run_1/pins.png
Drawn at 1.5 px/um. Pins as bars across the die edge, other pins in grey.
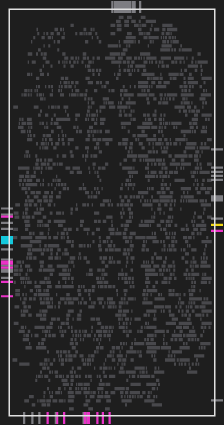
run_1/metal_stack.png
Drawn at 2 px/um.
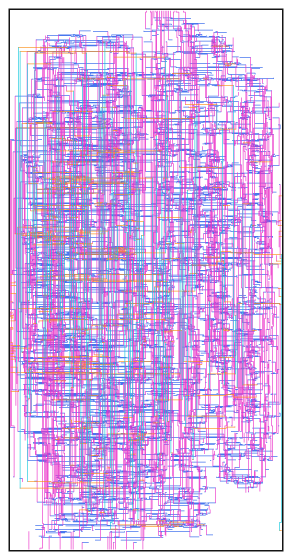
run_1/port_nets.png
Drawn at 2 px/um.
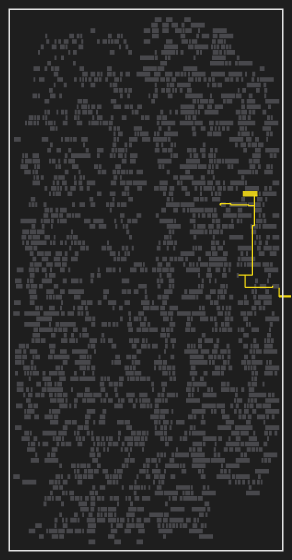
**src/rtl/alu_seq.sv**
```systemverilog
// rtl/alu_seq.sv - sequential ALU: single-cycle ops plus a WIDTH-cycle shift-add multiplier
// Results and flags are registered and held until the consumer takes them.
module alu_seq #(
  parameter int WIDTH = 16,
  parameter int SHW   = $clog2(WIDTH)
) (
  input  logic             clk,
  input  logic             rst,
  input  logic             in_valid,
  output logic             in_ready,
  input  logic [3:0]       op,
  input  logic [WIDTH-1:0] a,
  input  logic [WIDTH-1:0] b,
  output logic             out_valid,
  input  logic             out_ready,
  output logic [WIDTH-1:0] result,
  output logic             cf,
  output logic             zf,
  output logic             sf,
  output logic             of_flag,
  output logic             busy
);

  typedef enum logic [1:0] {IDLE, MUL_RUN, HOLD} state_t;

  localparam logic [3:0] OP_ADD = 4'b0001;
  localparam logic [3:0] OP_SUB = 4'b0010;
  localparam logic [3:0] OP_AND = 4'b0011;
  localparam logic [3:0] OP_OR  = 4'b0100;
  localparam logic [3:0] OP_XOR = 4'b0101;
  localparam logic [3:0] OP_NOT = 4'b0110;
  localparam logic [3:0] OP_SLL = 4'b0111;
  localparam logic [3:0] OP_SRL = 4'b1000;
  localparam logic [3:0] OP_SRA = 4'b1001;
  localparam logic [3:0] OP_ROL = 4'b1010;
  localparam logic [3:0] OP_ROR = 4'b1011;
  localparam logic [3:0] OP_MUL = 4'b1100;

  state_t             state_q;
  logic [WIDTH-1:0]   result_q;
  logic               cf_q, zf_q, sf_q, of_q;
  logic               out_valid_q, busy_q;
  logic [2*WIDTH-1:0] acc_q, mcand_q;
  logic [WIDTH-1:0]   mplier_q;
  logic [SHW-1:0]     cnt_q;

  logic [WIDTH-1:0]   res_d;
  logic               cf_d, of_d;
  logic [2*WIDTH-1:0] acc_d;
  logic [WIDTH:0]     sum, diff;
  logic [2*WIDTH-1:0] rot_l, rot_r;
  logic               accept;

  assign in_ready = (state_q == IDLE) || (state_q == HOLD && out_ready);
  assign accept   = in_valid && in_ready;

  assign sum   = {1'b0, a} + {1'b0, b};
  assign diff  = {1'b0, a} - {1'b0, b};
  // Rotating a doubled copy keeps the rotate free of a variable-width complement shift.
  assign rot_l = {a, a} << b[SHW-1:0];
  assign rot_r = {a, a} >> b[SHW-1:0];

  always_comb begin
    res_d = '0;
    cf_d  = 1'b0;
    of_d  = 1'b0;
    case (op)
      OP_ADD: begin
        res_d = sum[WIDTH-1:0];
        cf_d  = sum[WIDTH];
        of_d  = (a[WIDTH-1] == b[WIDTH-1]) && (sum[WIDTH-1] != a[WIDTH-1]);
      end
      OP_SUB: begin
        res_d = diff[WIDTH-1:0];
        cf_d  = diff[WIDTH];
        of_d  = (a[WIDTH-1] != b[WIDTH-1]) && (diff[WIDTH-1] != a[WIDTH-1]);
      end
      OP_AND: res_d = a & b;
      OP_OR:  res_d = a | b;
      OP_XOR: res_d = a ^ b;
      OP_NOT: res_d = ~a;
      OP_SLL: res_d = a << b;
      OP_SRL: res_d = a >> b;
      OP_SRA: res_d = $signed(a) >>> b;
      OP_ROL: res_d = rot_l[2*WIDTH-1:WIDTH];
      OP_ROR: res_d = rot_r[WIDTH-1:0];
      default: res_d = '0;
    endcase
  end

  assign acc_d = acc_q + (mplier_q[0] ? mcand_q : '0);

  always_ff @(posedge clk) begin
    if (rst) begin
      state_q     <= IDLE;
      result_q    <= '0;
      cf_q        <= 1'b0;
      zf_q        <= 1'b0;
      sf_q        <= 1'b0;
      of_q        <= 1'b0;
      out_valid_q <= 1'b0;
      busy_q      <= 1'b0;
      acc_q       <= '0;
      mcand_q     <= '0;
      mplier_q    <= '0;
      cnt_q       <= '0;
    end else begin
      case (state_q)
        MUL_RUN: begin
          acc_q    <= acc_d;
          mcand_q  <= mcand_q << 1;
          mplier_q <= mplier_q >> 1;
          cnt_q    <= cnt_q + 1'b1;
          if (cnt_q == SHW'(WIDTH - 1)) begin
            state_q     <= HOLD;
            busy_q      <= 1'b0;
            out_valid_q <= 1'b1;
            result_q    <= acc_d[WIDTH-1:0];
            cf_q        <= |acc_d[2*WIDTH-1:WIDTH];
            zf_q        <= (acc_d[WIDTH-1:0] == '0);
            sf_q        <= acc_d[WIDTH-1];
            of_q        <= 1'b0;
          end
        end
        default: begin
          if (accept) begin
            if (op == OP_MUL) begin
              state_q     <= MUL_RUN;
              busy_q      <= 1'b1;
              out_valid_q <= 1'b0;
              acc_q       <= '0;
              mcand_q     <= {{WIDTH{1'b0}}, a};
              mplier_q    <= b;
              cnt_q       <= '0;
            end else begin
              state_q     <= HOLD;
              out_valid_q <= 1'b1;
              result_q    <= res_d;
              cf_q        <= cf_d;
              zf_q        <= (res_d == '0);
              sf_q        <= res_d[WIDTH-1];
              of_q        <= of_d;
            end
          end else if (state_q == HOLD && out_ready) begin
            state_q     <= IDLE;
            out_valid_q <= 1'b0;
          end
        end
      endcase
    end
  end

  assign out_valid = out_valid_q;
  assign busy      = busy_q;
  assign result    = result_q;
  assign cf        = cf_q;
  assign zf        = zf_q;
  assign sf        = sf_q;
  assign of_flag   = of_q;

endmodule

```
**config.mk**
```make
export PLATFORM = sky130hd
export DESIGN_NAME = alu_seq
export DESIGN_NICKNAME = d
export VERILOG_FILES = /design/src/rtl/alu_seq.sv
export SDC_FILE = /design/constraint.sdc
export NUM_CORES = 1
export LEC_CHECK = 0
export CORE_ASPECT_RATIO = 2
export CORE_MARGIN = 1
export CORE_UTILIZATION = 33
export CTS_CLUSTER_SIZE = 28
export DETAILED_ROUTE_END_ITERATION = 16
export PLACE_DENSITY = 0.48
export SYNTH_ARGS = -nofsm -noshare
export SYNTH_HDL_FRONTEND = slang
export SYNTH_SLANG_ARGS = --single-unit
export TNS_END_PERCENT = 5
```
**constraint.sdc**
```tcl
create_clock -name clk -period 4.63 [get_ports clk]
set_input_delay 0.463 -clock clk [delete_from_list [all_inputs] [get_ports clk]]
set_output_delay 0.463 -clock clk [all_outputs]
set_load 0.02 [all_outputs]
```
==> summary.txt, run 1 <==
Top flop regs -> acc_q x32, mcand_q x32
Worst-path clk slew -> 0.08 ns
Seq area share -> 15.4%
Comb pwr -> 1.07 mW
Final hold slack -> 0.458 ns
DR WL met3 -> 2760 um
DRC viols -> 0
Nets -> 1871
Hold Crit Depth -> 2
Clk_skew -> 0.0119 ns
Internal power -> 1.70 mW
R2r startpoint -> mcand_q[0]
Area Growth Syn to Fin -> 16.4%
Outcome -> finished, final reports clean
Synth top area share -> 17.9%
Initial antenna violation count -> 0
Core area -> 0.0352 mm^2
CP Buf/Inv Count -> 4
Worst-Margin Slew -> 1.19 ns
Cell type with the largest total area -> dfxtp_1
TritonCTS clock tree -> built
Notes on pins.png above:
Key: cyan = op [pins 4, direction input, edge left]; magenta = b [pins 16, direction input, edge 9 bottom, 6 left, 1 right]; yellow = cf [pins 1, direction output, edge right]

Notes on metal_stack.png above:
Key: blue = met1 [wire length 20.3 mm]; magenta = met2 [wire length 32.1 mm]; orange = met3 [wire length 2760 um]; cyan = met4 [wire length 7750 um]
vias post-DR: 13438
GR Util All Layers: 34.5%
drt total wl: 62900 um
WL/cell: 28.7 um

Notes on port_nets.png above:
Key: yellow = cf [direction output, edge right, end cells 1, buffers 1, wire 94.2 um]
IO Count: 63
Port Buffers: 62

run_1/final_congestion.png
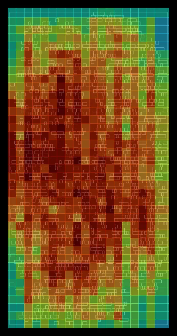

--- run 2 (diff from run 1) ---
Clock period 4.63 ns to 5.6 ns, I/O delays scaled along.
run_2/final_congestion.png
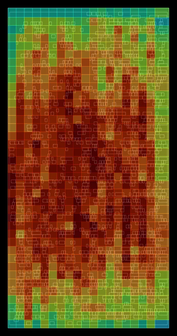
met3 Usage GRT: 5.69%
GR Util All Layers: 37.5%
GRT Max-Usage Layer: met2
grt met2 use: 67.5%
Layout Utilization: 38.2%

==> summary.txt, run 2 <==
DR WL met3 -> 3070 um (+11%)
Hold Crit Depth -> 2 (unchanged)
Internal power -> 1.38 mW (-19%)
Core area -> 0.0352 mm^2 (unchanged)
Area Growth Syn to Fin -> 13.5%
IO Count -> 63 (unchanged)
Vias post-DR -> 13566 (+0.95%)
Comb pwr -> 0.886 mW (-20%)
R2r startpoint -> mplier_q[0]
Cell type with the largest total area -> dfxtp_1
Initial antenna violation count -> 3 (+3)
Port Buffers -> 62 (unchanged)
Worst-path clk slew -> 0.08 ns (about the same)
Setup TNS -> 0 ns
Seq area share -> 15.8% (+0.38 points)
CP Buf/Inv Count -> 2 (-2)
Clk_skew -> 0.0124 ns (+0.000534 ns)
Nets -> 1831 (-2.1%)
Top flop regs -> acc_q x32, mcand_q x32
Outcome -> finished, final reports clean
run_2/registers.png
Drawn at 1.5 px/um. Other sequential cells in the stronger grey, the rest of the logic in the fainter grey.
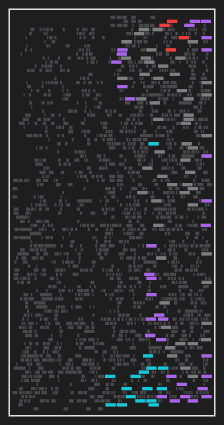

--- run 3 (diff from run 2) ---
Clock period 5.6 ns to 4.4 ns, I/O delays scaled along.
run_3/registers.png
Drawn at 1.5 px/um. Other sequential cells in the stronger grey, the rest of the logic in the fainter grey.
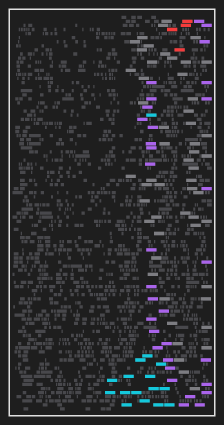
Key: purple = mcand_q [sequential cells 32]; red = cnt_q [sequential cells 4, where upper right]; cyan = mplier_q [sequential cells 16]
Another 54 sequential cells are not coloured.

==> summary.txt, run 3 <==
Layout Utilization -> 40.2% (+2.0 points)
Hold Crit Depth -> 2 (unchanged)
IO Count -> 63 (unchanged)
Vias post-DR -> 13875 (+2.3%)
Internal power -> 1.88 mW (+36%)
Met3 Usage GRT -> 4.17% (-1.5 points)
Comb pwr -> 1.21 mW (+37%)
Setup TNS -> 0 ns (unchanged)
R2r startpoint -> mcand_q[0]
CP Buf/Inv Count -> 3 (+1)
Top flop regs -> acc_q x32, mcand_q x32
Outcome -> finished, final reports clean
GR Util All Layers -> 37.0% (-0.56 points)
Core area -> 0.0352 mm^2 (unchanged)
DR WL met3 -> 2600 um (-15%)
Initial antenna violation count -> 0 (-3)
Port Buffers -> 62 (unchanged)
Seq area share -> 15.0% (-0.78 points)
Clk_skew -> 0.0117 ns (-0.000728 ns)
Cell type with the largest total area -> dfxtp_1
Power figures rest on the tool's default switching activity, not on a simulated workload.
